<file path="src/rtl/pipeline_hazard_ctrl_pkg.sv">
// Shared types for the decode-stage hazard controller.
// Holds the drain FSM encoding and the register index width.
// No logic: no latency, no backpressure.
package pipeline_hazard_ctrl_pkg;

    localparam int REG_IDX_W = 5;

    typedef enum logic [1:0] {
        ST_RUN   = 2'd0,
        ST_DRAIN = 2'd1,
        ST_DONE  = 2'd2
    } hz_state_e;

endpackage

</file>
<file path="src/rtl/pipeline_hazard_ctrl_if.sv">
// Decode/writeback/drain bundle between pipeline control and the hazard block.
// Pure wiring: zero latency.
// stall is the only backpressure, returned to the decode side on the same cycle.
interface pipeline_hazard_ctrl_if #(
    parameter int NUM_REGS    = 32,
    parameter int STALL_CNT_W = 16
);
    import pipeline_hazard_ctrl_pkg::*;

    logic                   id_valid;
    logic [REG_IDX_W-1:0]   id_rs0;
    logic                   id_rs0_en;
    logic [REG_IDX_W-1:0]   id_rs1;
    logic                   id_rs1_en;
    logic [REG_IDX_W-1:0]   id_rd;
    logic                   id_rd_en;
    logic                   wb_valid;
    logic [REG_IDX_W-1:0]   wb_rd;
    logic                   drain_req;

    logic                   stall;
    logic                   drain_done;
    logic [NUM_REGS-1:0]    pending;
    logic [STALL_CNT_W-1:0] stall_cycles;
    logic                   sb_err;

    modport master (
        output id_valid, id_rs0, id_rs0_en, id_rs1, id_rs1_en, id_rd, id_rd_en,
        output wb_valid, wb_rd, drain_req,
        input  stall, drain_done, pending, stall_cycles, sb_err
    );

    modport slave (
        input  id_valid, id_rs0, id_rs0_en, id_rs1, id_rs1_en, id_rd, id_rd_en,
        input  wb_valid, wb_rd, drain_req,
        output stall, drain_done, pending, stall_cycles, sb_err
    );

endinterface

</file>
<file path="src/rtl/pipeline_hazard_ctrl_sb_counter.sv">
// Per-register in-flight write counter, saturating at both ends.
// Count updates one edge after inc/dec; zero/full/err are combinational.
// No backpressure: callers must not inc when full (held, not wrapped).
module sb_counter #(
    parameter int CNT_W = 2
) (
    input  logic clk,
    input  logic rst,
    input  logic inc,
    input  logic dec,
    output logic zero,
    output logic full,
    output logic err
);

    logic [CNT_W-1:0] cnt_q;
    logic [CNT_W-1:0] cnt_d;
    logic             do_dec;

    assign zero   = (cnt_q == '0);
    assign full   = &cnt_q;
    assign err    = dec & zero;
    // A writeback against an empty count is dropped, so a same-cycle issue still lands.
    assign do_dec = dec & ~zero;

    always_comb begin
        cnt_d = cnt_q;
        unique case ({inc, do_dec})
            2'b10:   if (!full) cnt_d = cnt_q + CNT_W'(1);
            2'b01:   cnt_d = cnt_q - CNT_W'(1);
            default: cnt_d = cnt_q;
        endcase
    end

    always_ff @(posedge clk or posedge rst) begin
        if (rst) begin
            cnt_q <= '0;
        end else begin
            cnt_q <= cnt_d;
        end
    end

endmodule

</file>
<file path="src/rtl/pipeline_hazard_ctrl.sv">
// Decode-stage RAW/WAW-depth hazard scoreboard with a drain-the-pipeline FSM.
// stall is combinational from registered counts; counts/FSM update on the next edge.
// Backpressure: stall holds decode while a source is pending, rd is full, or not in RUN.
module pipeline_hazard_ctrl
    import pipeline_hazard_ctrl_pkg::*;
#(
    parameter int NUM_REGS    = 32,
    parameter int CNT_W       = 2,
    parameter int STALL_CNT_W = 16
) (
    input  logic                   clk,
    input  logic                   rst,
    pipeline_hazard_ctrl_if.slave  bus
);

    logic [NUM_REGS-1:1]    inc_vec;
    logic [NUM_REGS-1:1]    dec_vec;
    logic [NUM_REGS-1:1]    zero_vec;
    logic [NUM_REGS-1:1]    full_vec;
    logic [NUM_REGS-1:1]    err_vec;

    logic [NUM_REGS-1:0]    pending_all;
    logic [NUM_REGS-1:0]    full_all;

    logic                   rs0_hit;
    logic                   rs1_hit;
    logic                   rd_hit;
    logic                   hazard;
    logic                   stall;
    logic                   issue;
    logic                   all_zero;

    hz_state_e              state_q;
    hz_state_e              state_d;
    logic                   sb_err_q;
    logic                   sb_err_d;
    logic [STALL_CNT_W-1:0] stall_cycles_q;
    logic [STALL_CNT_W-1:0] stall_cycles_d;

    // Register 0 has no counter: it reads as never pending and never full.
    for (genvar g = 1; g < NUM_REGS; g++) begin : g_cnt
        assign inc_vec[g] = issue & bus.id_rd_en & (bus.id_rd == REG_IDX_W'(g));
        assign dec_vec[g] = bus.wb_valid & (bus.wb_rd == REG_IDX_W'(g));

        sb_counter #(
            .CNT_W (CNT_W)
        ) u_cnt (
            .clk  (clk),
            .rst  (rst),
            .inc  (inc_vec[g]),
            .dec  (dec_vec[g]),
            .zero (zero_vec[g]),
            .full (full_vec[g]),
            .err  (err_vec[g])
        );
    end

    assign pending_all = {~zero_vec, 1'b0};
    assign full_all    = {full_vec, 1'b0};
    assign all_zero    = ~|pending_all;

    always_comb begin
        rs0_hit = bus.id_rs0_en & (bus.id_rs0 != '0) & pending_all[bus.id_rs0];
        rs1_hit = bus.id_rs1_en & (bus.id_rs1 != '0) & pending_all[bus.id_rs1];
        rd_hit  = bus.id_rd_en  & (bus.id_rd  != '0) & full_all[bus.id_rd];
        hazard  = bus.id_valid & (rs0_hit | rs1_hit | rd_hit);
        stall   = hazard | (state_q != ST_RUN);
        issue   = bus.id_valid & ~stall;
    end

    always_comb begin
        state_d = state_q;
        unique case (state_q)
            ST_RUN:   if (bus.drain_req) state_d = ST_DRAIN;
            ST_DRAIN: if (all_zero)      state_d = ST_DONE;
            ST_DONE:  state_d = ST_RUN;
            default:  state_d = ST_RUN;
        endcase
    end

    always_comb begin
        sb_err_d       = sb_err_q | (|err_vec);
        stall_cycles_d = stall_cycles_q;
        if (stall && !(&stall_cycles_q)) begin
            stall_cycles_d = stall_cycles_q + STALL_CNT_W'(1);
        end
    end

    always_ff @(posedge clk or posedge rst) begin
        if (rst) begin
            state_q        <= ST_RUN;
            sb_err_q       <= 1'b0;
            stall_cycles_q <= '0;
        end else begin
            state_q        <= state_d;
            sb_err_q       <= sb_err_d;
            stall_cycles_q <= stall_cycles_d;
        end
    end

    assign bus.stall        = stall;
    assign bus.drain_done   = (state_q == ST_DONE);
    assign bus.pending      = pending_all;
    assign bus.stall_cycles = stall_cycles_q;
    assign bus.sb_err       = sb_err_q;

endmodule

</file>
<file path="src/flat_wrapper.sv">
// flat-port wrapper written by rule: the top's interface ports become plain ports
module pipeline_hazard_ctrl_flat import pipeline_hazard_ctrl_pkg::*;
#(
    parameter int NUM_REGS    = 32,
    parameter int CNT_W       = 2,
    parameter int STALL_CNT_W = 16
)
  (clk, rst, bus_id_valid, bus_id_rs0, bus_id_rs0_en, bus_id_rs1, bus_id_rs1_en, bus_id_rd, bus_id_rd_en, bus_wb_valid, bus_wb_rd, bus_drain_req, bus_stall, bus_drain_done, bus_pending, bus_stall_cycles, bus_sb_err);
  pipeline_hazard_ctrl_if #(.NUM_REGS(NUM_REGS), .STALL_CNT_W(STALL_CNT_W)) bus_i ();
  input  logic clk;
  input  logic rst;
  input wire logic [$bits(bus_i.id_valid)-1:0] bus_id_valid;
  input wire logic [$bits(bus_i.id_rs0)-1:0] bus_id_rs0;
  input wire logic [$bits(bus_i.id_rs0_en)-1:0] bus_id_rs0_en;
  input wire logic [$bits(bus_i.id_rs1)-1:0] bus_id_rs1;
  input wire logic [$bits(bus_i.id_rs1_en)-1:0] bus_id_rs1_en;
  input wire logic [$bits(bus_i.id_rd)-1:0] bus_id_rd;
  input wire logic [$bits(bus_i.id_rd_en)-1:0] bus_id_rd_en;
  input wire logic [$bits(bus_i.wb_valid)-1:0] bus_wb_valid;
  input wire logic [$bits(bus_i.wb_rd)-1:0] bus_wb_rd;
  input wire logic [$bits(bus_i.drain_req)-1:0] bus_drain_req;
  output wire logic [$bits(bus_i.stall)-1:0] bus_stall;
  output wire logic [$bits(bus_i.drain_done)-1:0] bus_drain_done;
  output wire logic [$bits(bus_i.pending)-1:0] bus_pending;
  output wire logic [$bits(bus_i.stall_cycles)-1:0] bus_stall_cycles;
  output wire logic [$bits(bus_i.sb_err)-1:0] bus_sb_err;
  assign bus_i.id_valid = bus_id_valid;
  assign bus_i.id_rs0 = bus_id_rs0;
  assign bus_i.id_rs0_en = bus_id_rs0_en;
  assign bus_i.id_rs1 = bus_id_rs1;
  assign bus_i.id_rs1_en = bus_id_rs1_en;
  assign bus_i.id_rd = bus_id_rd;
  assign bus_i.id_rd_en = bus_id_rd_en;
  assign bus_i.wb_valid = bus_wb_valid;
  assign bus_i.wb_rd = bus_wb_rd;
  assign bus_i.drain_req = bus_drain_req;
  assign bus_stall = bus_i.stall;
  assign bus_drain_done = bus_i.drain_done;
  assign bus_pending = bus_i.pending;
  assign bus_stall_cycles = bus_i.stall_cycles;
  assign bus_sb_err = bus_i.sb_err;
  pipeline_hazard_ctrl #(.NUM_REGS(NUM_REGS), .CNT_W(CNT_W), .STALL_CNT_W(STALL_CNT_W)) u_core (.clk(clk), .rst(rst), .bus(bus_i));
endmodule
</file>
<file path="config.mk">
export PLATFORM = sky130hd
export DESIGN_NAME = pipeline_hazard_ctrl_flat
export DESIGN_NICKNAME = d
export VERILOG_FILES = /design/src/rtl/pipeline_hazard_ctrl_pkg.sv /design/src/rtl/pipeline_hazard_ctrl_if.sv /design/src/rtl/pipeline_hazard_ctrl_sb_counter.sv /design/src/rtl/pipeline_hazard_ctrl.sv /design/src/flat_wrapper.sv
export SDC_FILE = /design/constraint.sdc
export NUM_CORES = 1
export LEC_CHECK = 0
export CAP_MARGIN = 20
export CORE_MARGIN = 4
export CORE_UTILIZATION = 62
export CTS_CLUSTER_DIAMETER = 120
export DETAILED_ROUTE_END_ITERATION = 7
export HOLD_SLACK_MARGIN = 0.15
export PLACE_DENSITY = 0.88
export SYNTH_ARGS = -nofsm -noshare
export SYNTH_HDL_FRONTEND = slang
export SYNTH_HIERARCHICAL = 1
export SYNTH_SLANG_ARGS = --single-unit
</file>
<file path="constraint.sdc">
create_clock -name clk -period 6.32 [get_ports clk]
set_input_delay 1.896 -clock clk [delete_from_list [all_inputs] [get_ports clk]]
set_output_delay 1.896 -clock clk [all_outputs]
set_load 0.01 [all_outputs]
</file>
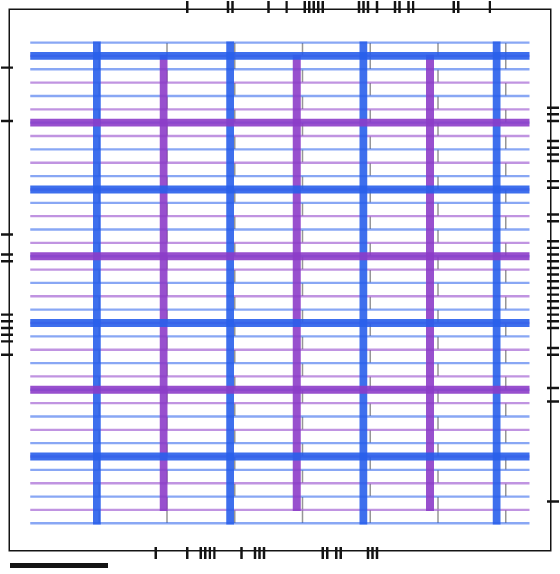
*Supply network, run 1*
Bar = 20 µm. Pins as bars on the die edge. Tap cells in grey.
| colour | net |
|---|---|
| blue | VSS |
| purple | VDD |
met4 straps: 7
tap cells: 133
met5 straps: 7
rows: 36
signal pins: 79
worst vdd ir: 0.000169 V
die extent in x: 110 µm

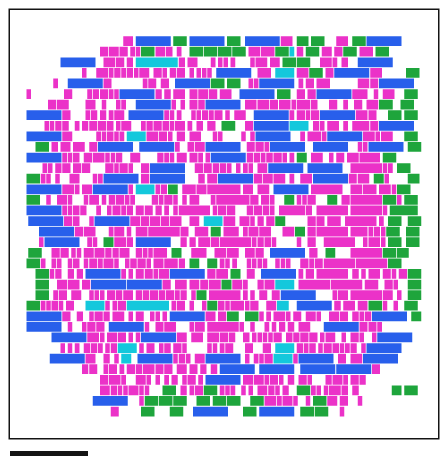
*Cells coloured by class, run 1*
Bar = 20 µm.
| colour | class | cells | share of their area |
|---|---|---|---|
| cyan | clock drivers and dummy loads | 15 | 2.9% |
| magenta | remaining logic cells | 715 | 58% |
| blue | registers | 81 | 27% |
| green | remaining buffers and delay cells | 97 | 12% |

==> impl_metrics.env, run 1 <==
# implementation run metrics
export IMPL_layoutNonFillerInstCount=1041
export IMPL_grt_max_degree=33
export IMPL_period_minus_slack_ns=6.20
export IMPL_hold_end="u_core/state_q[0]"
export IMPL_maxSlewViolCount=0
export IMPL_fmax_mhz=161
export IMPL_overflow=0
export IMPL_cpPeakStageDelay_ns=0.44
export IMPL_rows=36
export IMPL_fp_util_pct=64.8
export IMPL_combPwrFrac_pct=33.4
export IMPL_cp_depth=10
export IMPL_antenna_found_initial=0
export IMPL_wl_met2_mm=9.21
export IMPL_post_route_util_pct=77.1
export IMPL_synth_avg_cell_area_um2=7.95
export IMPL_drive_gt1_share_pct=14.5
export IMPL_grt_use_met2_pct=56.1
export IMPL_antennaDiodeCount=0
export IMPL_status="finished clean"
export IMPL_worstSetupEndpoint="bus_stall"
export IMPL_clock_sinks=81
export IMPL_p_switching_w=0.000571
export IMPL_power_frac_seq_pct=40.2
export IMPL_cp_buffers_inverters=3
export IMPL_end_kind="primary output"
export IMPL_wl_met1_mm=7.13
export IMPL_p_seq_w=0.000656
export IMPL_synthCells=811
export IMPL_crit_top_cell="nand2_1"
export IMPL_cp_startpoint="bus_id_rs1[2]"
export IMPL_design_area_mm2=0.00768
export IMPL_grt_busiest_layer="met2"
export IMPL_groute_layer_met3_usage_pct=8.68
export IMPL_antenna_left=0
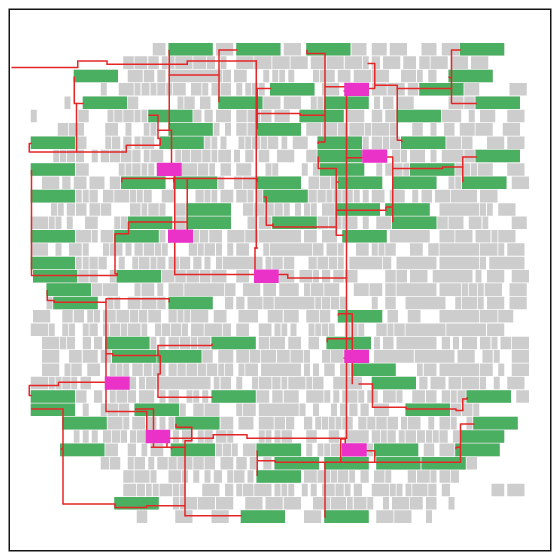
*Routed clock nets over the placement, run 1*
[green] flip-flops | count: 81
[red] clock wires | length: 1070 µm
[magenta] clock-net drivers | count: 9
routed clock nets: 10
clock power share: 26.4%
Clk. pwr: 0.000430 W
clock latency on the worst-skew pair: 0.37 ns
clk_skew: 0.0124 ns

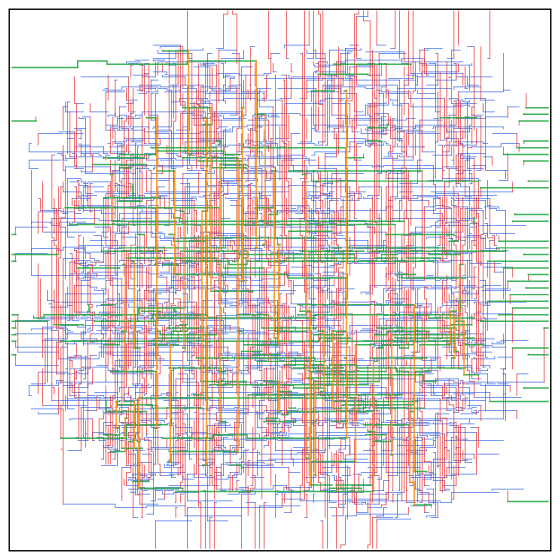
*Signal wires by layer, run 1*
| colour | layer | wire length |
|---|---|---|
| green | M3 | 2210 µm |
| blue | M1 | 7130 µm |
| orange | M4 | 1040 µm |
| red | M2 | 9210 µm |
drt total wl: 19.6 mm
DR vias: 6546
gr usage total: 33.9%
wire length per cell: 18.8 µm

run 1: cells in the mapped netlist, types with 2 or more instances:
library cell / n / share of area, %
and2_2: 31 / 3.6
mux4_2: 20 / 7.0
a221oi_1: 2 / 0.27
o22ai_1: 31 / 3.0
a31oi_1: 2 / 0.19
xor2_1: 42 / 5.7
nand3b_1: 3 / 0.35
clkbuf_1: 6 / 0.35
buf_4: 2 / 0.23
and3b_1: 2 / 0.27
and4_1: 2 / 0.27
dfrtp_1: 81 / 31
nor4_1: 12 / 1.2
nand4_1: 17 / 1.6
nand4b_4: 2 / 0.74
nor3b_1: 34 / 4.0
nor2_1: 134 / 7.8
or3b_2: 2 / 0.27
nand2_2: 31 / 3.0
nand2_1: 48 / 2.8
mux2i_1: 8 / 1.2
nand3_1: 6 / 0.47
nor2b_1: 7 / 0.68
or3_1: 3 / 0.29
nor3_1: 37 / 2.9
nor3_2: 3 / 0.47
buf_6: 3 / 0.52
a311oi_1: 3 / 0.41
nand2b_1: 36 / 3.5
or2_2: 2 / 0.19
and2_1: 3 / 0.29
buf_2: 3 / 0.23
and3_1: 2 / 0.19
xnor2_1: 2 / 0.27
a21oi_1: 64 / 5.0
inv_1: 101 / 5.9
nor4b_1: 2 / 0.27
run 1: cell families after synthesis:
group / after synthesis / share of synthesized area [%]
other: 1 / 0.0581
AND-OR/OR-AND: 116 / 10.8
AND/OR/NAND/NOR: 422 / 35.7
adder cells (fa/ha/maj): 1 / 0.194
XOR/XNOR: 44 / 5.97
flip-flops: 81 / 31.4
multiplexers: 30 / 8.57
buffers and inverters: 116 / 7.29
run 1: flip-flops by register name (all words and copies together), names as in the netlist:
name                      flops
u_core/g_cnt.u_cnt/cnt_q     62
u_core/state_q                2
u_core/bus.stall_cycles      16
u_core/bus.sb_err             1
### Routing congestion map, run 1

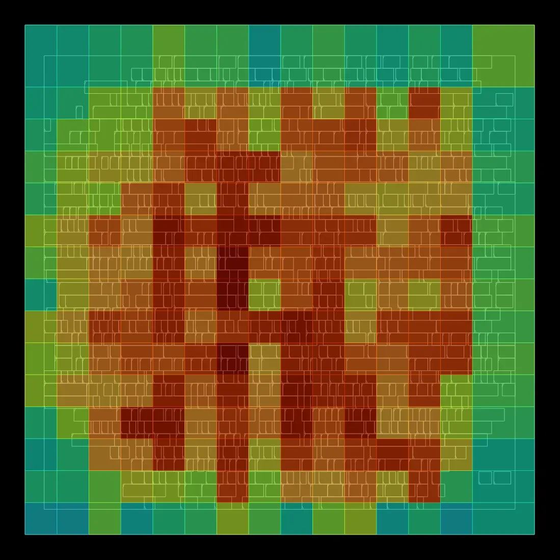

==> run 2: changes to the inputs <==
--- a/config.mk
+++ b/config.mk
@@ -6,12 +6,14 @@
 export NUM_CORES = 1
 export LEC_CHECK = 0
 export CAP_MARGIN = 20
+export CELL_PAD_IN_SITES_DETAIL_PLACEMENT = 1
+export CELL_PAD_IN_SITES_GLOBAL_PLACEMENT = 1
 export CORE_MARGIN = 4
-export CORE_UTILIZATION = 62
+export CORE_UTILIZATION = 46
 export CTS_CLUSTER_DIAMETER = 120
 export DETAILED_ROUTE_END_ITERATION = 7
 export HOLD_SLACK_MARGIN = 0.15
-export PLACE_DENSITY = 0.88
+export PLACE_DENSITY_LB_ADDON = 0.1
 export SYNTH_ARGS = -nofsm -noshare
 export SYNTH_HDL_FRONTEND = slang
 export SYNTH_HIERARCHICAL = 1
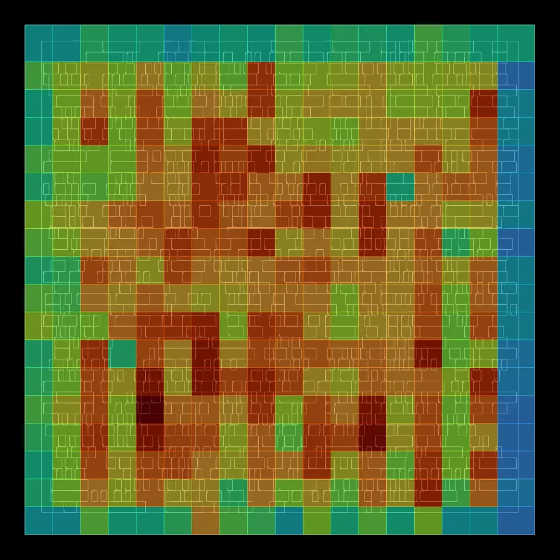
*Routing congestion map, run 2*
wire length per cell: 21.4 µm
GR peak layer: met2

==> run 2 against run 1 <==
Combinational power grew 5.7%. Final area grew 3.2%. Clock skew shrank 0.0021 ns. Non-clock buffer count grew 6. Register-to-register slack lost 0.48 ns. Sequential power grew 0.9%. Sequential share of layout area shrank 0.83 points. Global-route usage shrank 4.5 points. Die area grew 32%. Worst setup slack lost 0.019 ns. Flip-flop count is the same. Clock power grew 38%.
==> impl_metrics.env, run 2 <==
# implementation run metrics
export IMPL_pwr_share_clk_pct=32.3
export IMPL_fp_nets=840
export IMPL_peakVddDrop_v=0.000120
export IMPL_grt_use_met2_pct=49.9
export IMPL_top_register="u_core/g_cnt.u_cnt/cnt_q"
export IMPL_fp_util_pct=46.6
export IMPL_die_w_um=126
export IMPL_antenna_left=0
export IMPL_period_minus_slack_ns=6.22
export IMPL_synth_largest_area_cell="dfrtp_1"
export IMPL_overflow=0
export IMPL_regArea_mm2=0.00203
export IMPL_antenna_found_initial=0
export IMPL_post_route_util_pct=57.3
export IMPL_area_leaders="dfrtp_1 31%, nor2_1 7.8%, mux4_2 7.0%"
export IMPL_p_switching_w=0.000642
export IMPL_grt_usage_pct=29.4
export IMPL_max_slew_margin_pct=45.6
export IMPL_largest_reg_flops=62
export IMPL_synthTopCellsByCount="134 x nor2_1, 101 x inv_1, 81 x dfrtp_1"
export IMPL_end_kind="primary output"
export IMPL_synth_avg_cell_area_um2=7.95
export IMPL_yosysWarnings=6
export IMPL_design_area_mm2=0.00793
export IMPL_groute_layer_met3_usage_pct=6.27
export IMPL_p_seq_w=0.000662
export IMPL_rows=43
export IMPL_fmax_mhz=161
export IMPL_routed_wirelength_mm=23.4
export IMPL_synthCells=811
export IMPL_skew_ns=0.0103
export IMPL_antennaDiodeCount=0
export IMPL_wl_met1_mm=9.73
export IMPL_status="finished clean"
export IMPL_combPwrFrac_pct=31.5
export IMPL_clk_latency_ns=0.35
export IMPL_wl_met2_mm=11.4
export IMPL_grt_max_degree=33
export IMPL_clock_sinks=81
export IMPL_clock_power_w=0.000592
export IMPL_power_frac_seq_pct=36.2
## run 2: path summary, 6_finish.rpt
kind | from | to | slack (ns) | cells past startpoint
hold / removal | u_core/state_q[1] | u_core/state_q[0] | 0.48 | 1
setup reg to reg | u_core/g_cnt[5].u_cnt/cnt_q[1] | u_core/g_cnt[21].u_cnt/cnt_q[0] | 1.96 | 12
hold reg to reg | u_core/state_q[1] | u_core/state_q[0] | 0.48 | 1
max in group asynchronous | rst | u_core/bus.stall_cycles[8] | 3.46 | 3
min in group asynchronous | rst | u_core/g_cnt[10].u_cnt/cnt_q[0] | 2.03 | 3
setup / recovery | bus_id_rd[0] | bus_stall | 0.1 | 9
## run 2: stage by stage
step                power (W)  setup TNS, ns  cells  hold slack (ns)
floorplan            0.000949              0    811            0.433
global placement      0.00121         -0.380   1079            0.455
detailed placement    0.00124         -0.450   1079            0.473
CTS                   0.00183              0   1095            0.487
global route          0.00192              0   1095            0.518
finish                0.00183              0   1095            0.480
## run 2: critical path, cell delays in order
cell and delay (ns):
clkdlybuf4s50_1 0.50, buf_6 0.14, mux4_2 0.50, and3b_1 0.19
o311ai_1 0.37, or2b_4 0.33, nand2_1 0.07, nand2_1 0.07
clkdlybuf4s15_1 0.25
## run 2: logic make-up (layout without fill, tap and decap cells)
| group | count (synthesis) | count (layout) | share of synthesized area, % |
|---|---|---|---|
| xor gates and xnor gates | 44 | 44 | 5.97 |
| DFF | 81 | 81 | 31.4 |
| buffers and inverters | 116 | 220 | 7.29 |
| muxes | 30 | 30 | 8.57 |
| and+or+nand+nor | 422 | 422 | 35.7 |
| AOI/OAI and AO/OA | 116 | 116 | 10.8 |
| adders and majority gates | 1 | 1 | 0.194 |
| other | 1 | 1 | 0.0581 |
==> run 3: changes to the inputs <==
--- a/config.mk
+++ b/config.mk
@@ -14,6 +14,7 @@
 export DETAILED_ROUTE_END_ITERATION = 7
 export HOLD_SLACK_MARGIN = 0.15
 export PLACE_DENSITY_LB_ADDON = 0.1
+export SKIP_LAST_GASP = 1
 export SYNTH_ARGS = -nofsm -noshare
 export SYNTH_HDL_FRONTEND = slang
 export SYNTH_HIERARCHICAL = 1
==> run 3 against run 2 <==
Synthesized cell count stayed put. Synthesized area stayed put. First-iteration DRC count stayed put. Wire length did not move. Global-route usage is the same. Largest power group unchanged. Clock power hardly changed. Maximum frequency did not move. Critical endpoint unchanged. Register-to-register slack hardly changed. Sequential share of layout area stayed put. Core utilization unchanged. Final cell count unchanged. Worst hold slack is the same.
==> impl_metrics.env, run 3 <==
# implementation run metrics
export IMPL_layoutNonFillerInstCount=1095
export IMPL_mux_share_pct=8.57
export IMPL_overflow=0
export IMPL_top_register="u_core/g_cnt.u_cnt/cnt_q"
export IMPL_power_frac_seq_pct=36.2
export IMPL_yosysWarnings=6
export IMPL_post_route_util_pct=57.3
export IMPL_synth_largest_area_cell="dfrtp_1"
export IMPL_worst_path_max_delay_cell="clkdlybuf4s50_1"
export IMPL_period_minus_slack_ns=6.22
export IMPL_fin_setup_tns_ns=0
export IMPL_top_logic_kind="simple AND/OR/NAND/NOR gates"
export IMPL_skew_ns=0.0103
export IMPL_clock_power_w=0.000592
export IMPL_dp_cells=1079
export IMPL_grt_usage_pct=29.4
export IMPL_end_kind="primary output"
export IMPL_synth_xor_xnor_area_share_pct=5.97
export IMPL_cpPeakStageDelay_ns=0.50
export IMPL_antennaDiodeCount=0
export IMPL_pwr_share_clk_pct=32.3
export IMPL_hold_worst_slack_ns=0.480
export IMPL_simple_gate_area_share_pct=35.7
export IMPL_design_area_mm2=0.00793
export IMPL_rows=43
export IMPL_p_seq_w=0.000662
export IMPL_fmax_mhz=161
export IMPL_crit_family="buffers and inverters"
export IMPL_status="finished clean"
export IMPL_clock_sinks=81
export IMPL_antenna_found_initial=0
export IMPL_fp_nets=840
export IMPL_area_leaders="dfrtp_1 31%, nor2_1 7.8%, mux4_2 7.0%"
export IMPL_synthCells=811
export IMPL_die_w_um=126
run 3: final timing paths:
kind | start | end | slack (ns) | cells after the start
min | u_core/state_q[1] | u_core/state_q[0] | 0.48 | 1
min in group asynchronous | rst | u_core/g_cnt[10].u_cnt/cnt_q[0] | 2.03 | 3
max | bus_id_rd[0] | bus_stall | 0.1 | 9
max in group asynchronous | rst | u_core/bus.stall_cycles[8] | 3.46 | 3
min reg2reg | u_core/state_q[1] | u_core/state_q[0] | 0.48 | 1
max reg2reg | u_core/g_cnt[5].u_cnt/cnt_q[1] | u_core/g_cnt[21].u_cnt/cnt_q[0] | 1.96 | 12
run 3: cell type report:
type | count | area [µm²]
clock buffer | 9 | 225
clock inverter | 7 | 101
fill | 1684 | 5900
inverter | 101 | 379
multi-input combinational | 614 | 3960
sequential | 81 | 2030
tap | 180 | 225
timing repair buffer | 103 | 1010
run 3: metal layers:
| metal | wire length, µm | global-route usage [%] | vias up | part of all wire, % |
|---|---|---|---|---|
| met3 | 1540 | 6.27 | 56 | 6.6 |
| met2 | 11400 | 49.9 | 231 | 49 |
| met4 | 700 | 10.9 | 0 | 3.0 |
| met1 | 9730 | 36.9 | 3227 | 42 |
| li1 | - | - | 2958 | - |
| met5 | 0 | 0 | - | 0 |
run 3: logic make-up (layout without fill, tap and decap cells):
kind of cell / count (synthesis) / in the layout
AND/OR/NAND/NOR: 422 / 422
AND-OR/OR-AND: 116 / 116
buffers and inverters: 116 / 220
flip-flops: 81 / 81
XOR/XNOR: 44 / 44
multiplexers: 30 / 30
adder cells (fa/ha/maj): 1 / 1
other: 1 / 1
run 3: what timing repair did:
item,4_1_cts,5_1_grt
setup endpoints to repair,1,1
gates cloned,0,0
gates resized,4,5
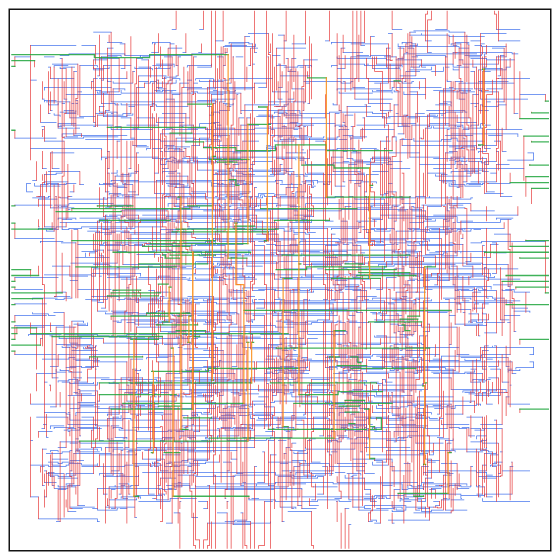
*Signal wires by layer, run 3*
| colour | layer | wire length |
|---|---|---|
| blue | M1 | 9730 µm |
| green | M3 | 1540 µm |
| red | M2 | 11400 µm |
| orange | M4 | 700 µm |
DR vias: 6472
drt total wl: 23.4 mm

Power is estimated from default activity; no workload was simulated.
